<file path="src/rtl/uart_tx_feeder.sv">
// Byte FIFO feeding a Uart8 transmitter through a txStart/txBusy handshake.
// Bytes queue on wrEn and leave one frame at a time; a stuck UART raises timeoutErr.
module uart_tx_feeder #(
  parameter int DEPTH        = 16,
  parameter int BUSY_TIMEOUT = 65535
) (
  input  logic                   clk,
  input  logic                   reset,
  input  logic                   wrEn,
  input  logic [7:0]             wrData,
  input  logic                   flush,
  output logic                   full,
  output logic                   empty,
  output logic [$clog2(DEPTH):0] count,
  output logic                   overflow,
  output logic                   timeoutErr,
  output logic                   txStart,
  output logic [7:0]             txIn,
  input  logic                   txBusy,
  input  logic                   txDone
);

  localparam int AW = $clog2(DEPTH);
  localparam int PW = AW + 1;
  localparam int TW = (BUSY_TIMEOUT > 1) ? $clog2(BUSY_TIMEOUT) : 1;

  typedef enum logic [1:0] {
    IDLE,
    START,
    BUSY
  } stateT;

  stateT          state;
  stateT          stateNext;
  logic [7:0]     mem [DEPTH];
  logic [PW-1:0]  wrPtr;
  logic [PW-1:0]  rdPtr;
  logic [TW-1:0]  tmoCnt;
  logic           tmoHit;
  logic           pop;
  logic           push;
  logic           ovfSet;
  logic           tmoSet;
  logic           loadTx;
  logic           unusedTxDone;

  assign unusedTxDone = txDone;

  assign empty = (wrPtr == rdPtr);
  assign full  = (wrPtr[AW] != rdPtr[AW]) &&
                 (wrPtr[AW-1:0] == rdPtr[AW-1:0]);
  assign count = wrPtr - rdPtr;
  assign txStart = (state == START);

  assign tmoHit = (BUSY_TIMEOUT != 0) &&
                  (tmoCnt == TW'(BUSY_TIMEOUT - 1));

  always_comb begin
    stateNext = state;
    pop       = 1'b0;
    tmoSet    = 1'b0;
    loadTx    = 1'b0;
    unique case (state)
      IDLE: begin
        if (!flush && !empty) begin
          stateNext = START;
          loadTx    = 1'b1;
        end
      end
      START: begin
        if (flush) begin
          stateNext = IDLE;
        end else if (txBusy) begin
          pop       = 1'b1;
          stateNext = BUSY;
        end else if (tmoHit) begin
          pop       = 1'b1;
          tmoSet    = 1'b1;
          stateNext = IDLE;
        end
      end
      BUSY: begin
        if (!txBusy) stateNext = IDLE;
      end
      default: stateNext = IDLE;
    endcase
  end

  // A pop on the same edge frees the slot a full-FIFO write needs.
  assign push   = wrEn && !flush && (!full || pop);
  assign ovfSet = wrEn && !flush && full && !pop;

  always_ff @(posedge clk) begin
    if (push) mem[wrPtr[AW-1:0]] <= wrData;
  end

  always_ff @(posedge clk or negedge reset) begin
    if (!reset) begin
      state      <= IDLE;
      wrPtr      <= '0;
      rdPtr      <= '0;
      tmoCnt     <= '0;
      txIn       <= 8'h00;
      overflow   <= 1'b0;
      timeoutErr <= 1'b0;
    end else begin
      state <= stateNext;
      if (flush) begin
        wrPtr <= '0;
        rdPtr <= '0;
      end else begin
        if (push) wrPtr <= wrPtr + PW'(1);
        if (pop)  rdPtr <= rdPtr + PW'(1);
      end
      if (loadTx) txIn <= mem[rdPtr[AW-1:0]];
      if (state == START && stateNext == START)
        tmoCnt <= tmoCnt + TW'(1);
      else
        tmoCnt <= '0;
      if (flush)       overflow <= 1'b0;
      else if (ovfSet) overflow <= 1'b1;
      if (flush)       timeoutErr <= 1'b0;
      else if (tmoSet) timeoutErr <= 1'b1;
    end
  end

endmodule
</file>
<file path="config.mk">
export PLATFORM = sky130hd
export DESIGN_NAME = uart_tx_feeder
export DESIGN_NICKNAME = d
export VERILOG_FILES = /design/src/rtl/uart_tx_feeder.sv
export SDC_FILE = /design/constraint.sdc
export NUM_CORES = 1
export LEC_CHECK = 0
export ABC_AREA = 1
export ABC_CLOCK_PERIOD_IN_PS = 2450
export CELL_PAD_IN_SITES_DETAIL_PLACEMENT = 0
export CELL_PAD_IN_SITES_GLOBAL_PLACEMENT = 1
export CORE_MARGIN = 2
export CORE_UTILIZATION = 35
export DETAILED_ROUTE_END_ITERATION = 7
export GPL_ROUTABILITY_DRIVEN = 1
export PLACE_DENSITY = 0.73
export SLEW_MARGIN = 40
export SYNTH_ARGS = -nofsm -noshare
export SYNTH_HDL_FRONTEND = slang
export SYNTH_SLANG_ARGS = --single-unit
</file>
<file path="constraint.sdc">
create_clock -name clk -period 2.45 [get_ports clk]
set_input_delay 0.49 -clock clk [delete_from_list [all_inputs] [get_ports clk]]
set_output_delay 0.49 -clock clk [all_outputs]
set_load 0.03 [all_outputs]
</file>
**Run 1: a small window of the routed layout**

Region (54, 83) to (94, 123) um. Cells in gray, sequential cells in the stronger gray; small squares are vias.
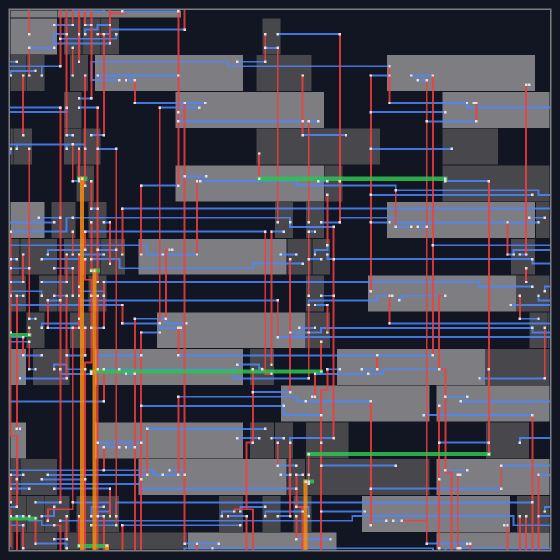
| layer | color |
|---|---|
| M1 | blue |
| M4 | orange |
| M3 | green |
| M2 | red |
cells with their middle in the window: 74
most frequent: edfxtp_1 (17), nand2_1 (16), nor2_1 (14)
netlist names of flops here include: mem (17)
sequential cells in the window: 17

**Run 1: met2 routing**

Drawn at 2 px/um. Cells faint in the background.
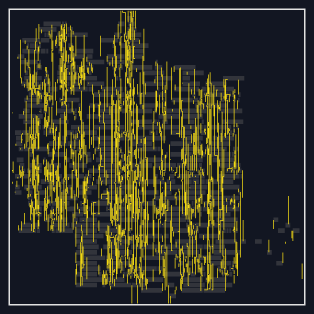
share of all routed wire: 47%
nets with wire on the layer: 561
met2 usage in global routing: 24.0%
number of vias in the routed layout: 4,792
Total Routed Length: 15,900 um

**Run 1: congestion heat map**

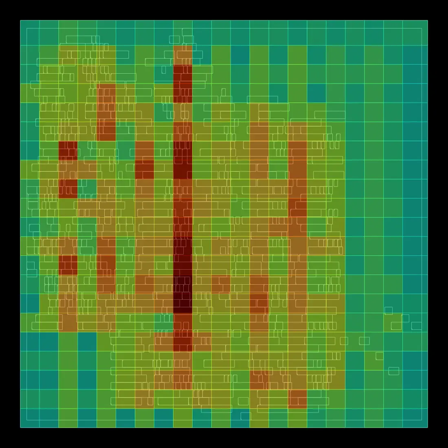
routing layer with the top usage in global route: met2
met3 track demand over resource: 2.58%
Post-Route Utilization: 42.8%

==> flow_summary.ini, run 1 <==
; synthesis and place-and-route metrics
[run_status]
run_status = finished clean

[sta]
final-max-slew-violation-count = 0
time_the_worst_path_needs_with_i_o_delays_and_setup_ns = 2.36
relSlewSlack_pct = 54.5
final_hold_viol_count = 0

[yosys]
post_synth_main_area_contributors = sky130_fd_sc_hd__edfxtp_1 (54%), sky130_fd_sc_hd__dfrtp_1 (13%), sky130_fd_sc_hd__nor2_1 (6.6%)
synth-edff-count = 128
yosys_area_um2 = 7160
postSynthNetCount = 659
logic_family = simple AND/OR/NAND/NOR gates
synthAdderAreaFrac_pct = 2.20
synth-cells-yosys = 633

[floorplan]
die-area_um2 = 21600
core_util_floorplan_pct = 35.5
die_h_um = 147

[placed_design]
portBuffers = 30

[cells_and_area]
final.fill_count = 1886
sequential_cell_area_um2 = 4800
lay_top_count = sky130_fd_sc_hd__edfxtp_1
final_net_count = 716

[route]
route.antenna.remaining_nets = 0

[critical_path]
timing.critical_path.from_type = flip-flop
crit_fanout = 4
launch_point_of_the_critical_path = wrPtr[0]
worst_reg2reg_setup_slack_ns = 0.23
timing.critical_path.required_ns = 1.96
rr_startpoint = tmoCnt[0]

[run]
warnings = 32
cap_viol_max_count = 0

[global_route]
antenna_found_initial = 0
track_usage_pct = 15.1

[clock_tree]
post-cts-setup-buffer-count = 1
cts_max_path_buffers = 2
clock_buffer_count_from_cts = 17
cts_hold_repair.buffers = 1
clock_latency_ns = 0.42
[run 1: state kept, by name (all words and copies together), names as in the netlist]
name        flops
overflow        1
wrPtr           5
timeoutErr      1
tmoCnt         16
rdPtr           5
state           2
mem           128
txIn            8
[run 1: critical path: stages, from the launching register on]
cell                      delay [ns]
sky130_fd_sc_hd__dfrtp_1        0.36
sky130_fd_sc_hd__inv_2          0.07
sky130_fd_sc_hd__ha_2           0.20
sky130_fd_sc_hd__fa_2           0.36
sky130_fd_sc_hd__o21ai_2        0.15
sky130_fd_sc_hd__xnor2_1        0.14
sky130_fd_sc_hd__buf_4          0.18
[run 1: report_power, final]
part,switching [mW],leakage (nW),internal [mW]
logic,0.670,1.21,0.351
clock network,1.16,0.282,1.44
registers,0.0614,1.66,3.13
[run 1: metrics by stage]
stage                     hold WS, ns  total power [mW]  cell area [um^2]
after floorplan                 0.194              3.82              7230
after global placement          0.442              4.24              7990
after detailed placement        0.449              4.26              7990
after CTS                       0.493              6.86              8600
after global routing            0.519              7.09              8620
final                           0.482              6.82              8620
[run 1: layer usage]
layer | track usage (%) | up-vias | routed length, um
met4 | 6.06 | 0 | 397
li1 | - | 2348 | -
met5 | 0 | - | 0
met3 | 2.58 | 24 | 497
met1 | 20.7 | 2324 | 7520
met2 | 24.0 | 96 | 7440
[run 1: final cells by class]
cell class | count | share of cell area, %
flip-flops and latches | 166 | 55.7
multi-input cells | 407 | 25.8
repair buffers | 65 | 6.44
clock buffers | 17 | 4.93
well taps | 270 | 3.92
clock inverters | 15 | 1.83
inverters | 33 | 1.47
==> inputs of run 2 (changes only) <==
- CTS_BUF_LIST: unset -> sky130_fd_sc_hd__clkbuf_4
**Run 2: sequential cells colored by netlist name**

Drawn at 3 px/um.
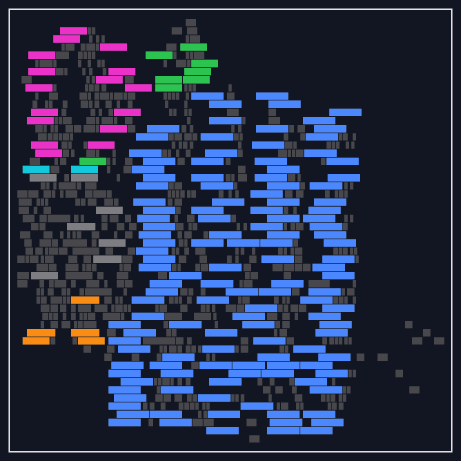
| signal | color | placed flops |
|---|---|---|
| tmoCnt | magenta | 16 |
| txIn | green | 8 |
| mem | blue | 128 |
| state | cyan | 2 |
| wrPtr | orange | 5 |
not colored: 7
Seq. cell area: 4800 um^2
Power Sequential: 3.19 mW
share of cell area taken by flip-flops and latches: 57.0%
Post-Route Utilization: 41.7%

==> run 2 against run 1 <==
Compared with the run above: the flow now finishes with violations (setup timing); clock power down 38%; hold slack got worse by 0.11 ns; critical path type unchanged; highest routed layer unchanged; synthesized cell count did not move; critical path depth fell by 1; sequential cell count is the same; sequential share of layout area is 1.4 points higher.
==> flow_summary.ini, run 2 <==
; synthesis and place-and-route metrics
[cells_and_area]
final.fill_count = 1925
final_net_count = 723
flip_flop_count_of_the_largest_register_after_layout = 128
stdcell_area_um2 = 8420

[clock_tree]
cts.root.buffer_cell = sky130_fd_sc_hd__clkbuf_4
cts_max_path_buffers = 2
clock_buffer_count_from_cts = 17
clock_latency_ns = 0.58

[placed_design]
place_area_um2 = 7990

[floorplan]
die_h_um = 147
die-area_um2 = 21600
core_util_floorplan_pct = 35.5

[sta]
final-max-slew-violation-count = 0
post-route-worst-setup-slack_ns = -0.0625
finalSetupViolations = 1
relSlewSlack_pct = 53.9
final_hold_viol_count = 0
timing.hold.ws_ns = 0.370
time_the_worst_path_needs_with_i_o_delays_and_setup_ns = 2.51

[yosys]
synth-edff-count = 128
postSynthNetCount = 659
post_synth_main_area_contributors = sky130_fd_sc_hd__edfxtp_1 (54%), sky130_fd_sc_hd__dfrtp_1 (13%), sky130_fd_sc_hd__nor2_1 (6.6%)
synth-cells-yosys = 633
yosys_area_um2 = 7160

[global_route]
track_usage_pct = 15.4
gr-max-usage-layer = met2
use_met1_pct = 20.9
globalRouteMet3Util_pct = 3.23
met2_usage_in_global_routing_pct = 24.8

[route]
dr_total_vias = 4854
finalWirelength_um = 16000
route.top_layer_used = met4

[critical_path]
crit_chain = ha_4, fa_2, o21ai_2, xnor2_1, buf_4
cpPeakStageDelay_ns = 0.46
crit_fanout = 2
timing.critical_path.from_type = flip-flop
r2r_cells = 10
crit_slowest_cell = sky130_fd_sc_hd__dfrtp_2
timing.critical_path.required_ns = 1.96

[run_status]
violated_checks = setup timing
run_status = finished with violations

[run]
warnings = 34
-- run 2: critical path: cells and delay by family, from the launching register on --
family,cells,cell delay (ns)
XOR/XNOR,1,0.13
buffers and inverters,1,0.18
adder cells (fa/ha/maj),2,0.52
flip-flops,1,0.46
AND-OR/OR-AND,1,0.16
-- run 2: area by class of cell --
class,instances,area [um^2],share of cell area (%)
clock buffers,17,128,1.52
clock inverters,15,158,1.87
inverters,33,126,1.50
multi-input cells,407,2250,26.7
flip-flops and latches,166,4800,57.0
well taps,270,338,4.01
repair buffers,72,622,7.38
-- run 2: kinds of logic after synthesis --
kind of cell | Yosys count
adder cells (fa/ha/maj) | 12
flip-flops | 166
buffers and inverters | 60
AND/OR/NAND/NOR | 262
XOR/XNOR | 18
AND-OR/OR-AND | 115
-- run 2: final timing paths --
check	from	end	slack, ns
setup reg to reg	tmoCnt[0]	mem[6][2]	0.22
max in group asynchronous	reset	txIn[3]	1.45
min in group clk	txIn[5]	txIn[5]	0.50
hold / removal	reset	rdPtr[3]	0.37
hold reg to reg	txIn[5]	txIn[5]	0.50
setup / recovery	rdPtr[0]	count[4]	-0.06
-- run 2: power by group --
| part | internal [mW] | switching, mW |
|---|---|---|
| sequential | 3.13 | 0.0618 |
| combinational | 0.369 | 0.676 |
| clock | 0.549 | 1.05 |
| total | 4.05 | 1.79 |
-- run 2: repair_timing --
item                                    4_1_cts  5_1_grt
gates cloned                                  0        0
hold endpoints to repair                     16        0
buffers inserted                              6        3
resized                                      14        7
endpoints found under the setup margin        6        7
pin swaps                                     6        7
hold buffers                                  1        0
Power and IR drop assume default switching activity.
